===== src/rtl/jk_pkg.sv =====
// Shared types for the JK-flip-flop counter: the per-bit {J,K} command encoding
// and a helper that turns a data bit into a load-style command.
package jk_pkg;

  typedef enum logic [1:0] {
    JK_HOLD   = 2'b00,
    JK_RESET  = 2'b01,
    JK_SET    = 2'b10,
    JK_TOGGLE = 2'b11
  } jk_cmd_t;

  // Load-style command: J=d, K=~d forces the flop to d regardless of its state.
  function automatic jk_cmd_t jk_load(input bit d);
    return d ? JK_SET : JK_RESET;
  endfunction

  // Counting command: J=K=t toggles when t is set and holds otherwise.
  function automatic jk_cmd_t jk_count(input logic t);
    return t ? JK_TOGGLE : JK_HOLD;
  endfunction

endpackage


===== src/rtl/jk_sync_counter_if.sv =====
// Control and status bundle of the JK counter; the master drives the controls,
// the slave (the counter) returns count, complement, terminal count and wrap.
interface jk_sync_counter_if #(
  parameter int WIDTH = 4
);

  logic             EN;
  logic             UP;
  logic             LD;
  logic [WIDTH-1:0] D;
  logic [WIDTH-1:0] Q;
  logic [WIDTH-1:0] not_Q;
  logic             TC;
  logic             WRAP;

  modport master (
    output EN, UP, LD, D,
    input  Q, not_Q, TC, WRAP
  );

  modport slave (
    input  EN, UP, LD, D,
    output Q, not_Q, TC, WRAP
  );

endinterface


===== src/rtl/jk_ff.sv =====
// Edge-triggered JK flip-flop cell with true and complementary outputs.
// It has no reset pin: clearing is done by presenting the JK_RESET command.
module jk_ff
  import jk_pkg::*;
(
  input  logic clk,
  input  logic J,
  input  logic K,
  output logic Q,
  output logic not_Q
);

  jk_cmd_t cmd;
  logic    q_q;
  logic    q_d;

  assign cmd = jk_cmd_t'({J, K});

  // NOTE: combinational blocks use blocking '=' and assign a default first so
  // no path leaves q_d unassigned, which would otherwise infer a latch.
  always_comb begin
    q_d = q_q;
    unique case (cmd)
      JK_HOLD:   q_d = q_q;
      JK_RESET:  q_d = 1'b0;
      JK_SET:    q_d = 1'b1;
      JK_TOGGLE: q_d = ~q_q;
      default:   q_d = q_q;
    endcase
  end

  // NOTE: state flops use non-blocking '<='; this flop is deliberately left
  // without a reset branch because reset arrives through the J/K command path.
  always_ff @(posedge clk) begin
    q_q <= q_d;
  end

  assign Q     = q_q;
  assign not_Q = ~q_q;

endmodule


===== src/rtl/jk_sync_counter.sv =====
// Synchronous modulo-MODULUS up/down counter built from WIDTH JK cells; every
// state change (reset, load, count, wrap) is expressed as a per-bit J/K command.
module jk_sync_counter
  import jk_pkg::*;
#(
  parameter int WIDTH   = 4,
  parameter int MODULUS = 10
) (
  input  logic               clk,
  input  logic               reset,
  jk_sync_counter_if.slave   bus
);

  localparam logic [WIDTH-1:0] TOP_VAL = WIDTH'(MODULUS - 1);

  logic [WIDTH-1:0] q;
  logic [WIDTH-1:0] not_q;
  jk_cmd_t          cmd [WIDTH];
  logic             at_top;
  logic             at_zero;
  logic             wrap_q;
  logic             wrap_d;

  // ">=" rather than "==" so an out-of-range loaded value still wraps to 0.
  assign at_top  = (q >= TOP_VAL);
  assign at_zero = (q == '0);

  // Per-bit command mux in priority order: reset, load, count, hold.
  always_comb begin
    logic carry;
    logic borrow;
    for (int i = 0; i < WIDTH; i++) cmd[i] = JK_HOLD;
    wrap_d = 1'b0;
    carry  = 1'b1;
    borrow = 1'b1;

    if (reset) begin
      for (int i = 0; i < WIDTH; i++) cmd[i] = JK_RESET;
    end else if (bus.LD) begin
      for (int i = 0; i < WIDTH; i++) cmd[i] = jk_load(bus.D[i]);
    end else if (bus.EN) begin
      if (bus.UP) begin
        if (at_top) begin
          for (int i = 0; i < WIDTH; i++) cmd[i] = jk_load(1'b0);
          wrap_d = 1'b1;
        end else begin
          // Bit i toggles when all lower bits are one.
          for (int i = 0; i < WIDTH; i++) begin
            cmd[i] = jk_count(carry);
            carry  = carry & q[i];
          end
        end
      end else begin
        if (at_zero) begin
          for (int i = 0; i < WIDTH; i++) cmd[i] = jk_load(TOP_VAL[i]);
          wrap_d = 1'b1;
        end else begin
          // Bit i toggles when all lower bits are zero.
          for (int i = 0; i < WIDTH; i++) begin
            cmd[i] = jk_count(borrow);
            borrow = borrow & not_q[i];
          end
        end
      end
    end
  end

  for (genvar g = 0; g < WIDTH; g++) begin : g_bit
    jk_ff u_ff (
      .clk   (clk),
      .J     (cmd[g][1]),
      .K     (cmd[g][0]),
      .Q     (q[g]),
      .not_Q (not_q[g])
    );
  end

  always_ff @(posedge clk) begin
    if (reset) wrap_q <= 1'b0;
    else       wrap_q <= wrap_d;
  end

  assign bus.Q     = q;
  assign bus.not_Q = not_q;
  assign bus.TC    = bus.UP ? at_top : at_zero;
  assign bus.WRAP  = wrap_q;

endmodule


===== src/flat_wrapper.sv =====
// flat-port wrapper written by rule: the top's interface ports become plain ports
module jk_sync_counter_flat import jk_pkg::*;
#(
  parameter int WIDTH   = 4,
  parameter int MODULUS = 10
)
  (clk, reset, bus_EN, bus_UP, bus_LD, bus_D, bus_Q, bus_not_Q, bus_TC, bus_WRAP);
  jk_sync_counter_if #(.WIDTH(WIDTH)) bus_i ();
  input  logic clk;
  input  logic reset;
  input wire logic [$bits(bus_i.EN)-1:0] bus_EN;
  input wire logic [$bits(bus_i.UP)-1:0] bus_UP;
  input wire logic [$bits(bus_i.LD)-1:0] bus_LD;
  input wire logic [$bits(bus_i.D)-1:0] bus_D;
  output wire logic [$bits(bus_i.Q)-1:0] bus_Q;
  output wire logic [$bits(bus_i.not_Q)-1:0] bus_not_Q;
  output wire logic [$bits(bus_i.TC)-1:0] bus_TC;
  output wire logic [$bits(bus_i.WRAP)-1:0] bus_WRAP;
  assign bus_i.EN = bus_EN;
  assign bus_i.UP = bus_UP;
  assign bus_i.LD = bus_LD;
  assign bus_i.D = bus_D;
  assign bus_Q = bus_i.Q;
  assign bus_not_Q = bus_i.not_Q;
  assign bus_TC = bus_i.TC;
  assign bus_WRAP = bus_i.WRAP;
  jk_sync_counter #(.WIDTH(WIDTH), .MODULUS(MODULUS)) u_core (.clk(clk), .reset(reset), .bus(bus_i));
endmodule

===== config.mk =====
export PLATFORM = sky130hd
export DESIGN_NAME = jk_sync_counter_flat
export DESIGN_NICKNAME = d
export VERILOG_FILES = /design/src/rtl/jk_pkg.sv /design/src/rtl/jk_sync_counter_if.sv /design/src/rtl/jk_ff.sv /design/src/rtl/jk_sync_counter.sv /design/src/flat_wrapper.sv
export SDC_FILE = /design/constraint.sdc
export NUM_CORES = 1
export LEC_CHECK = 0
export CAP_MARGIN = 10
export CELL_PAD_IN_SITES_DETAIL_PLACEMENT = 0
export CELL_PAD_IN_SITES_GLOBAL_PLACEMENT = 1
export CORE_MARGIN = 2
export CORE_UTILIZATION = 32
export CTS_CLUSTER_DIAMETER = 30
export DETAILED_ROUTE_END_ITERATION = 8
export GPL_TIMING_DRIVEN = 0
export HOLD_SLACK_MARGIN = 0.02
export PLACE_DENSITY = 0.77
export SYNTH_ARGS = -nofsm -noshare
export SYNTH_HDL_FRONTEND = slang
export SYNTH_SLANG_ARGS = --single-unit

===== constraint.sdc =====
create_clock -name clk -period 2.15 [get_ports clk]
set_clock_uncertainty 0.2 [all_clocks]
set_input_delay 0.3225 -clock clk [delete_from_list [all_inputs] [get_ports clk]]
set_output_delay 0.3225 -clock clk [all_outputs]
set_load 0.02 [all_outputs]

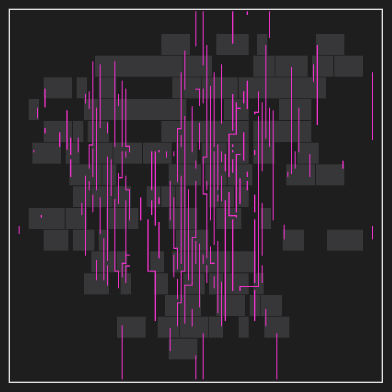
(images/met2.png)
Drawn at 8 px/um. Cells faint in the background.
longest straight run: 21.2 um
wire length on this layer: 694 um
main direction: vertical

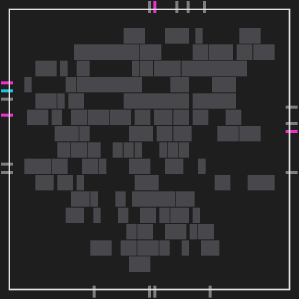
(images/pins.png)
Drawn at 6 px/um. Pins as bars across the die edge, other pins in gray.
legend:
  bus_D:
    color: magenta
    pins: 4
    direction: input
    edge: 2 west, 1 east, 1 north
  reset:
    color: cyan
    pins: 1
    direction: input
    edge: west
all pins by edge: 6 west, 5 north, 4 east, 4 south

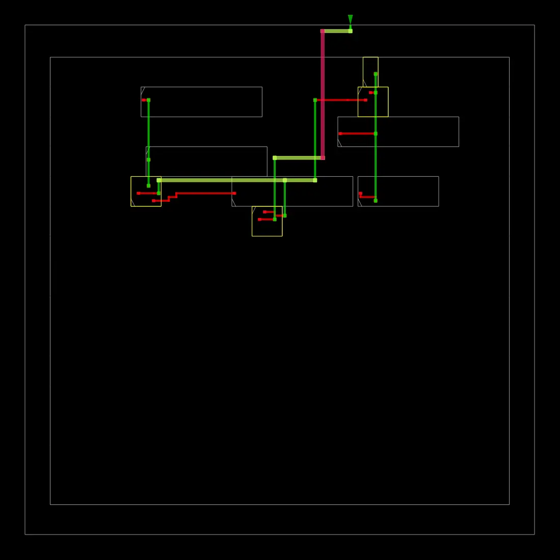
(images/final_clocks.png)
Clk power: 108 uW
clk latency late pin: 0.24 ns
# clock sinks: 5

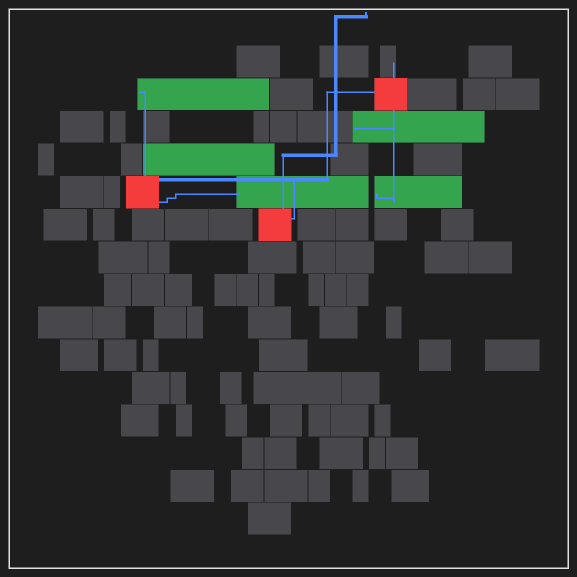
(images/clock_map.png)
Drawn at 12 px/um.
legend:
  clock wires:
    color: blue
    length: 94.0 um
  cells driving clock nets:
    color: red
    count: 3
  flip-flops:
    color: green
    count: 5
flops lie: north
routed clock nets: 4
clock share of power: 0.253

==> impl_metrics.json <==
{
  "clk_share": 0.03201,
  "ioPinCount": 19,
  "grt_use_met1": 0.1958,
  "yosysCellCount": 69,
  "buf_share": 0.3399,
  "hold-path-endpoint": "u_core.bus.WRAP",
  "vias": 602,
  "powerComb_uw": 198,
  "seq_share": 0.1707,
  "top_cells_by_count": "8 x buf_4, 6 x inv_1, 4 x edfxtp_1",
  "grt_max_degree": 11,
  "fmax_mhz": 468.9,
  "yosys-stat-area_um2": 576.8,
  "p_int_uw": 283.6,
  "gp_congestion": 0.7794,
  "htreeDepth": 1,
  "fp_util": 0.3377,
  "status": "completed",
  "hold_viol": 0,
  "r2r_cells": 4,
  "first_global_vias": 534,
  "core_area_um2": 1708,
  "slowest_delay_ns": 0.54,
  "diodes": 0,
  "mi_logic_area_um2": 321.6,
  "syn_inst": 69,
  "placementRows": 15,
  "critPathTopFamily": "simple AND/OR/NAND/NOR gates",
  "sequentialPower_uw": 122,
  "cp_slowest_cell": "or4_4",
  "post_cts_resized": 8,
  "lay_top_cells": "12 x clkdlybuf4s50_1, 8 x buf_4, 6 x inv_1",
  "io_buffers": 17,
  "whs_path_depth": 2,
  "worstPathRequired_ns": 1.63,
  "edf_count": 4,
  "warnings": 28,
  "overflow": 0,
  "fin_crit_sh": 0.9919,
  "setup_viol": 0,
  "seq_area_um2": 140.1,
  "yosys_register_bits": 5,
  "most_common_cell": "buf_4",
  "taps": 25,
  "routed_wl_mm": 1.428,
  "fin_crit_ns": 2.133,
  "drc": 0,
  "ys_sh_mux": 0,
  "maxCapViolCount": 0,
  "synthAoiAreaFrac": 0.2928,
  "synth.cellmix.simpleShare": 0.2278,
  "swShare": 0.3375,
  "fillers": 171,
  "cts_buffer_depth": 2,
  "async_reset_ff_frac": 0,
  "synth_top_area_share": 0.2082,
  "cts_tree": "done",
  "avgSynthCellArea_um2": 8.359,
  "route.met2.wl_um": 694,
  "hold_start": "reset",
  "r2r_end": "u_core.g_bit[2].u_ff.Q",
  "highest_layer": "met4",
  "logic_gates": 43,
  "post_drt_wl_per_cell_um": 12.42,
  "r2r_setup_slack_ns": 0.30,
  "flops": 5,
  "path_depth": 4,
  "post-dp-hpwl_mm": 1.045,
  "power_per_cell_area_nw_per_um2": 521.5,
  "floorplan.nets": 78,
  "ant_nets": 0,
  "total_power_uw": 428.1,
  "crit_top_cell": "buf_6",
  "crit_end": "bus_TC",
  "postSynthSeqShare": 0.2430,
  "buffers": 32,
  "die_x_um": 46.46,
  "track_usage": 0.1529,
  "cts_made_buffers": 3
}
Power is estimated from default activity; no workload was simulated.
